Design handle_stack_unit, sky130hd; sources not shown.
Figure 1. M1 wires (run 1).
Drawn at 4 px/um. Supply wires on this layer in gray.
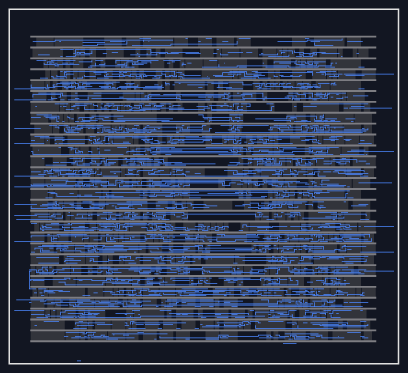
longest straight run	42.3 um
main direction	horizontal
share of all routed wire	40%
nets with wire on the layer	668
wire length on this layer	5720 um
final WL: 14.31 mm
via count: 4513

Figure 2. Metal 2 (run 1).
Drawn at 4 px/um.
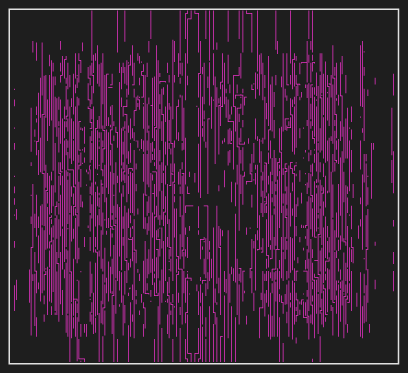
wire length on this layer	6650 um
share of all routed wire	46%
longest straight run	39.8 um
main direction	vertical
grt met2 use: 50.50%

Figure 3. Met3 routing (run 1).
Drawn at 6 px/um.
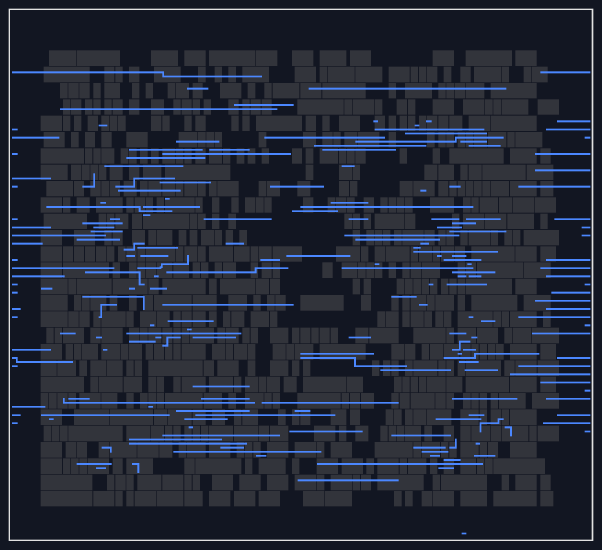
wire length on this layer	1480 um
nets with wire on the layer	159
share of all routed wire	10%
longest straight run	35.9 um
M3 GR Usage: 6.147%

==> qor.yml, run 1 <==
synthesis:
  yosys_warnings: 0
  synthDistinctLibCells: 34
  yosys-stat-area_um2: 3402
  synth_top_area_share_pct: 20.96
  synthFlopType: "dfxtp_1"
  edf_count: 0
detailed_routing:
  drc: 0
  drt-met1-wl_mm: 5.723
  vias_per_cell: 5.613
  drt_iter0_drc: 446
clock_tree:
  cts-root-buf: "clkbuf_8"
  cts_buffers: 5
  clock_latency_ns: 0.30
sta:
  slew_headroom_pct: 55.59
  worst_slack_ns: -0.1376
  setup_viol: 3
  min_period_ns: 2.688
global_route:
  track_usage_pct: 29.64
  busiest_layer: "met2"
finish:
  layout_top_cell: "nand2_1"
  antennaDiodeCount: 0
  fin_nets: 719
  layoutNonFillerInstCount: 804
setup_path:
  critical_path_peak_fanout: 8
  crit_arrival_ns: 2.43
  critPathKind: "reg -> out"
  r2r_cells: 8
  start_kind: "flip-flop"
run_status:
  violations: "setup timing"
  status: "complete, but fails checks"
place:
  dp.cells: 789
  portBuffers: 99
power:
  p_leak_nw: 2.744
  p_per_area_nw_per_um2: 384.4
job:
  warning_count: 28
  maxCapViolCount: 0
floorplanning:
  die_x_um: 96.95
## run 1: metrics by stage
stage          area [um^2]  setup WS (ns)  hold WS, ns  TNS (ns)
2_1_floorplan         3406         0.6337       0.3241         0
3_3_place_gp          4509        -0.1330       0.6169    -1.568
3_5_place_dp          4509        -0.1680       0.6444    -3.593
4_1_cts               4621        -0.4677       0.6551    -10.23
5_1_grt               5085        -0.3657       0.6482   -0.7457
6_report              5085        -0.1376       0.5969   -0.2272
## run 1: logic make-up (layout without fill, tap and decap cells)
| family | after synthesis | in the layout | share of synthesized area (%) |
|---|---|---|---|
| AOI/OAI and AO/OA | 33 | 33 | 5.553 |
| xor gates and xnor gates | 32 | 32 | 8.900 |
| adders and majority gates | 2 | 2 | 0.7354 |
| buffers and inverters | 99 | 213 | 12.10 |
| DFF | 32 | 32 | 18.83 |
| other | 1 | 2 | 0.1102 |
| and+or+nand+nor | 400 | 400 | 53.77 |
## run 1: critical path, cell delays in order (launching register included)
cell and delay (ns):
dfxtp_1 0.33, buf_2 0.18, nor2_1 0.18, nand2_1 0.10
nor2_1 0.21, nand2_1 0.11, o21ai_0 0.20, nand3_1 0.16
nand2_1 0.12, clkdlybuf4s50_1 0.54
## run 1: final cells by class
class                           count  area [um^2]
Buffer                             23        160.2
Sequential cell                    32        671.9
Tap cell                           90        112.6
Clock inverter                      3        42.54
Timing Repair Buffer              109         1181
Fill cell                         501         1501
Clock buffer                        5        68.82
Multi-Input combinational cell    469         2574
Inverter                           73        274.0
## run 1: report_power, final
| group | total [mW] | internal [mW] | switching [mW] |
|---|---|---|---|
| Sequential | 0.584 | 0.532 | 0.0520 |
| Combinational | 0.845 | 0.359 | 0.486 |
| Clock | 0.526 | 0.290 | 0.236 |
Figure 4. Congestion heat map (run 1).
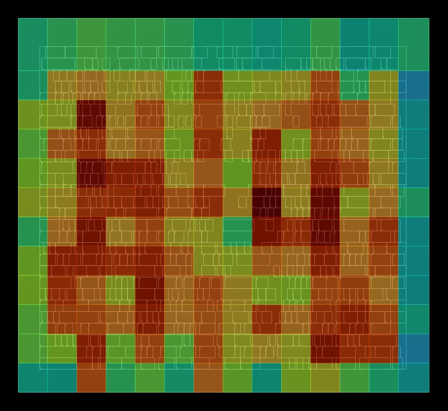

--- run 2 (diff from run 1) ---
CELL_PAD_IN_SITES_DETAIL_PLACEMENT = 1   (was not set)
CELL_PAD_IN_SITES_GLOBAL_PLACEMENT = 2   (was not set)
CORE_UTILIZATION = 25   (was 50)
GPL_TIMING_DRIVEN = not set   (was 0)
Figure 5. Congestion heat map (run 2).
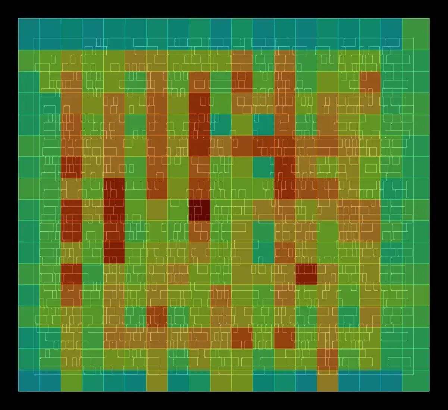
M1 GR Usage: 26.19%
WL/cell: 16.72 um
Top Usage Layer GRT: met2
Final Core Density: 43.58%

Figure 6. Metal 2 (run 2).
Drawn at 4 px/um.
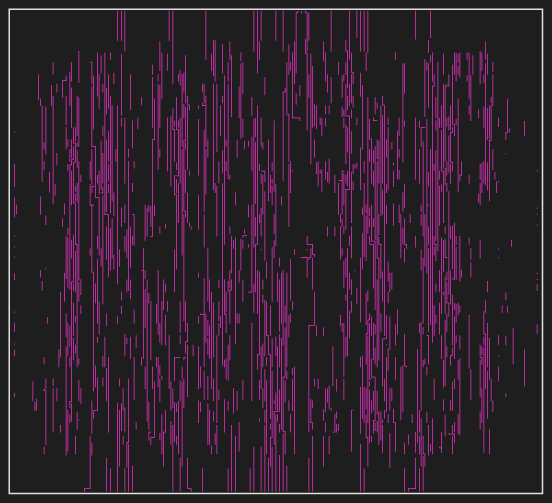
via count: 4401
final WL: 15.86 mm
grt met2 use: 32.71%

==> run 2 against run 1 <==
The flow now finishes without violations. Setup slack gained 0.21 ns. Core utilization fell by 34 points. Final area is 15% higher. Flip-flop count unchanged. Non-clock buffer count grew 67. Sequential power grew 2%. Global-route usage is 10 points lower. Hold slack improved by 0.016 ns. Synthesized cell count did not move.
==> qor.yml, run 2 <==
finish:
  layout_top_cell: "nand2_1"
  fin_nets: 786  # +9.3%
  layoutNonFillerInstCount: 949  # +18%
  syn_to_final_growth_pct: 71.17
  stdcell_area_um2: 5823  # +15%
  antennaDiodeCount: 0  # unchanged
clock_tree:
  cts_sinks: 32
  clock_latency_ns: 0.30  # about the same
  cts_buffers: 5  # unchanged
  h-tree-depth: 2
  cts-root-buf: "clkbuf_16"
place:
  dpl_worst_slack_ns: -0.1785  # -0.01053 ns
  dp.cells: 923  # +17%
  dpl_cell_area_um2: 5112  # +13%
run_status:
  status: "finished clean"
sta:
  setup_viol: 0  # -3
  worst_slack_ns: 0.06789  # +0.2055 ns
  min_period_ns: 2.482  # -0.2055 ns
setup_path:
  cp_num_cells: 10  # +1
  r2r_cells: 11  # +3
  start_kind: "input port"
  worst-path-buf-inv: 6  # +4
  cpMostUsedCell: "inv_1"
  critPathSlowestCell: "clkdlybuf4s50_1"
  critPathKind: "in -> out"
  crit_arrival_ns: 2.23  # -0.20 ns
  worst_path_largest_cell_delay_ns: 0.57  # +0.03 ns
  critical_path_peak_fanout: 4  # -4
  crit_chain: "clkdlybuf4s50_1, inv_1, nor2_4, nand2_1, inv_1, nand3_1, xor2_1, inv_1, buf_4, clkdlybuf4s50_1"
synthesis:
  logic_family: "simple AND/OR/NAND/NOR gates"
  synthMuxAreaShare_pct: 0  # unchanged
  netlist_area_um2: 3402
  yosys_warnings: 0  # unchanged
  adder_share_pct: 0.7356  # unchanged
  synthDistinctLibCells: 34  # unchanged
  ys_sh_xor_pct: 8.900  # unchanged
  synth_top_area_share_pct: 20.96  # unchanged
  synthFlopType: "dfxtp_1"
  synth_simple_gate_area_share_pct: 53.77  # unchanged
  edf_count: 0  # unchanged
  synthAoiAreaFrac_pct: 5.554  # unchanged
power:
  p_seq_share_pct: 27.5  # -2.4 points
  p_comb_share_pct: 41.9  # -1.3 points
  p_switching_uw: 812.4  # +4.9%
  p_clk_share_pct: 30.7  # +3.8 points
  switching_share_pct: 37.41  # -2.2 points
  p_per_area_nw_per_um2: 373.0  # -3.0%
  ir_worst_vdd_mv: 0.2221
  intPower_mw: 1.359  # +15%
  p_leak_nw: 3.184  # +16%
job:
  warning_count: 28  # unchanged
  maxCapViolCount: 0  # unchanged
floorplanning:
  die_x_um: 133.0  # +37%
detailed_routing:
  drt_iter0_drc: 166  # -63%
  drc: 0  # unchanged
  vias_per_cell: 4.638  # -17%
global_route:
  track_usage_pct: 19.58  # -10 points
  antenna_found_initial: 0
  met3_usage_pct: 3.286  # -2.9 points
-- run 2: cell counts after synthesis --
No cell type changed its count.
-- run 2: worst register-to-register path, cell delays in order (launching register included) --
cell      delay [ns]
dfxtp_4         0.38
ha_4            0.15
nand2_2         0.08
nor2_4          0.13
nand3_4         0.11
nor2_4          0.25
buf_6           0.14
buf_4           0.10
buf_4           0.10
xor2_2          0.14
buf_4           0.13
o211ai_1        0.10
-- run 2: power groups by stage --
stage	clock (mW)	combinational [mW]	sequential, mW
after global routing	0.706	0.995	0.605
after CTS	0.688	0.861	0.591
after detailed placement	0	0.856	0.602
after floorplan	0	0.403	0.585
after global placement	0	0.848	0.600
final	0.666	0.909	0.596
-- run 2: cell type report --
class / count / area, um^2
Multi-Input combinational cell: 469 / 2594
Timing Repair Buffer: 199 / 1898
Inverter: 73 / 274.0
Clock inverter: 2 / 10.01
Fill cell: 1736 / 7540
Clock buffer: 6 / 138.9
Sequential cell: 32 / 698.2
Tap cell: 168 / 210.2
-- run 2: logic make-up (layout without fill, tap and decap cells) --
logic type | after synthesis | count (layout)
AND-OR/OR-AND | 33 | 33
XOR/XNOR | 32 | 32
adder cells (fa/ha/maj) | 2 | 2
buffers and inverters | 99 | 280
flip-flops | 32 | 32
other | 1 | 2
AND/OR/NAND/NOR | 400 | 400
-- run 2: per-layer routing --
metal	vias up	share of wire, %
met5	-	0
met4	0	1.0
met3	10	3.8
met2	77	47
met1	2085	48
li1	2229	-
-- run 2: per-stage QoR --
stage	setup TNS (ns)	power, mW	hold WS [ns]
5_1_grt	-0.07091	2.306	0.6574
2_1_floorplan	0	0.9872	0.3241
3_5_place_dp	-1.588	1.458	0.6438
6_report	0	2.172	0.6126
3_3_place_gp	-0.5951	1.448	0.6172
4_1_cts	-9.932	2.140	0.6573
Power and IR drop assume default switching activity.
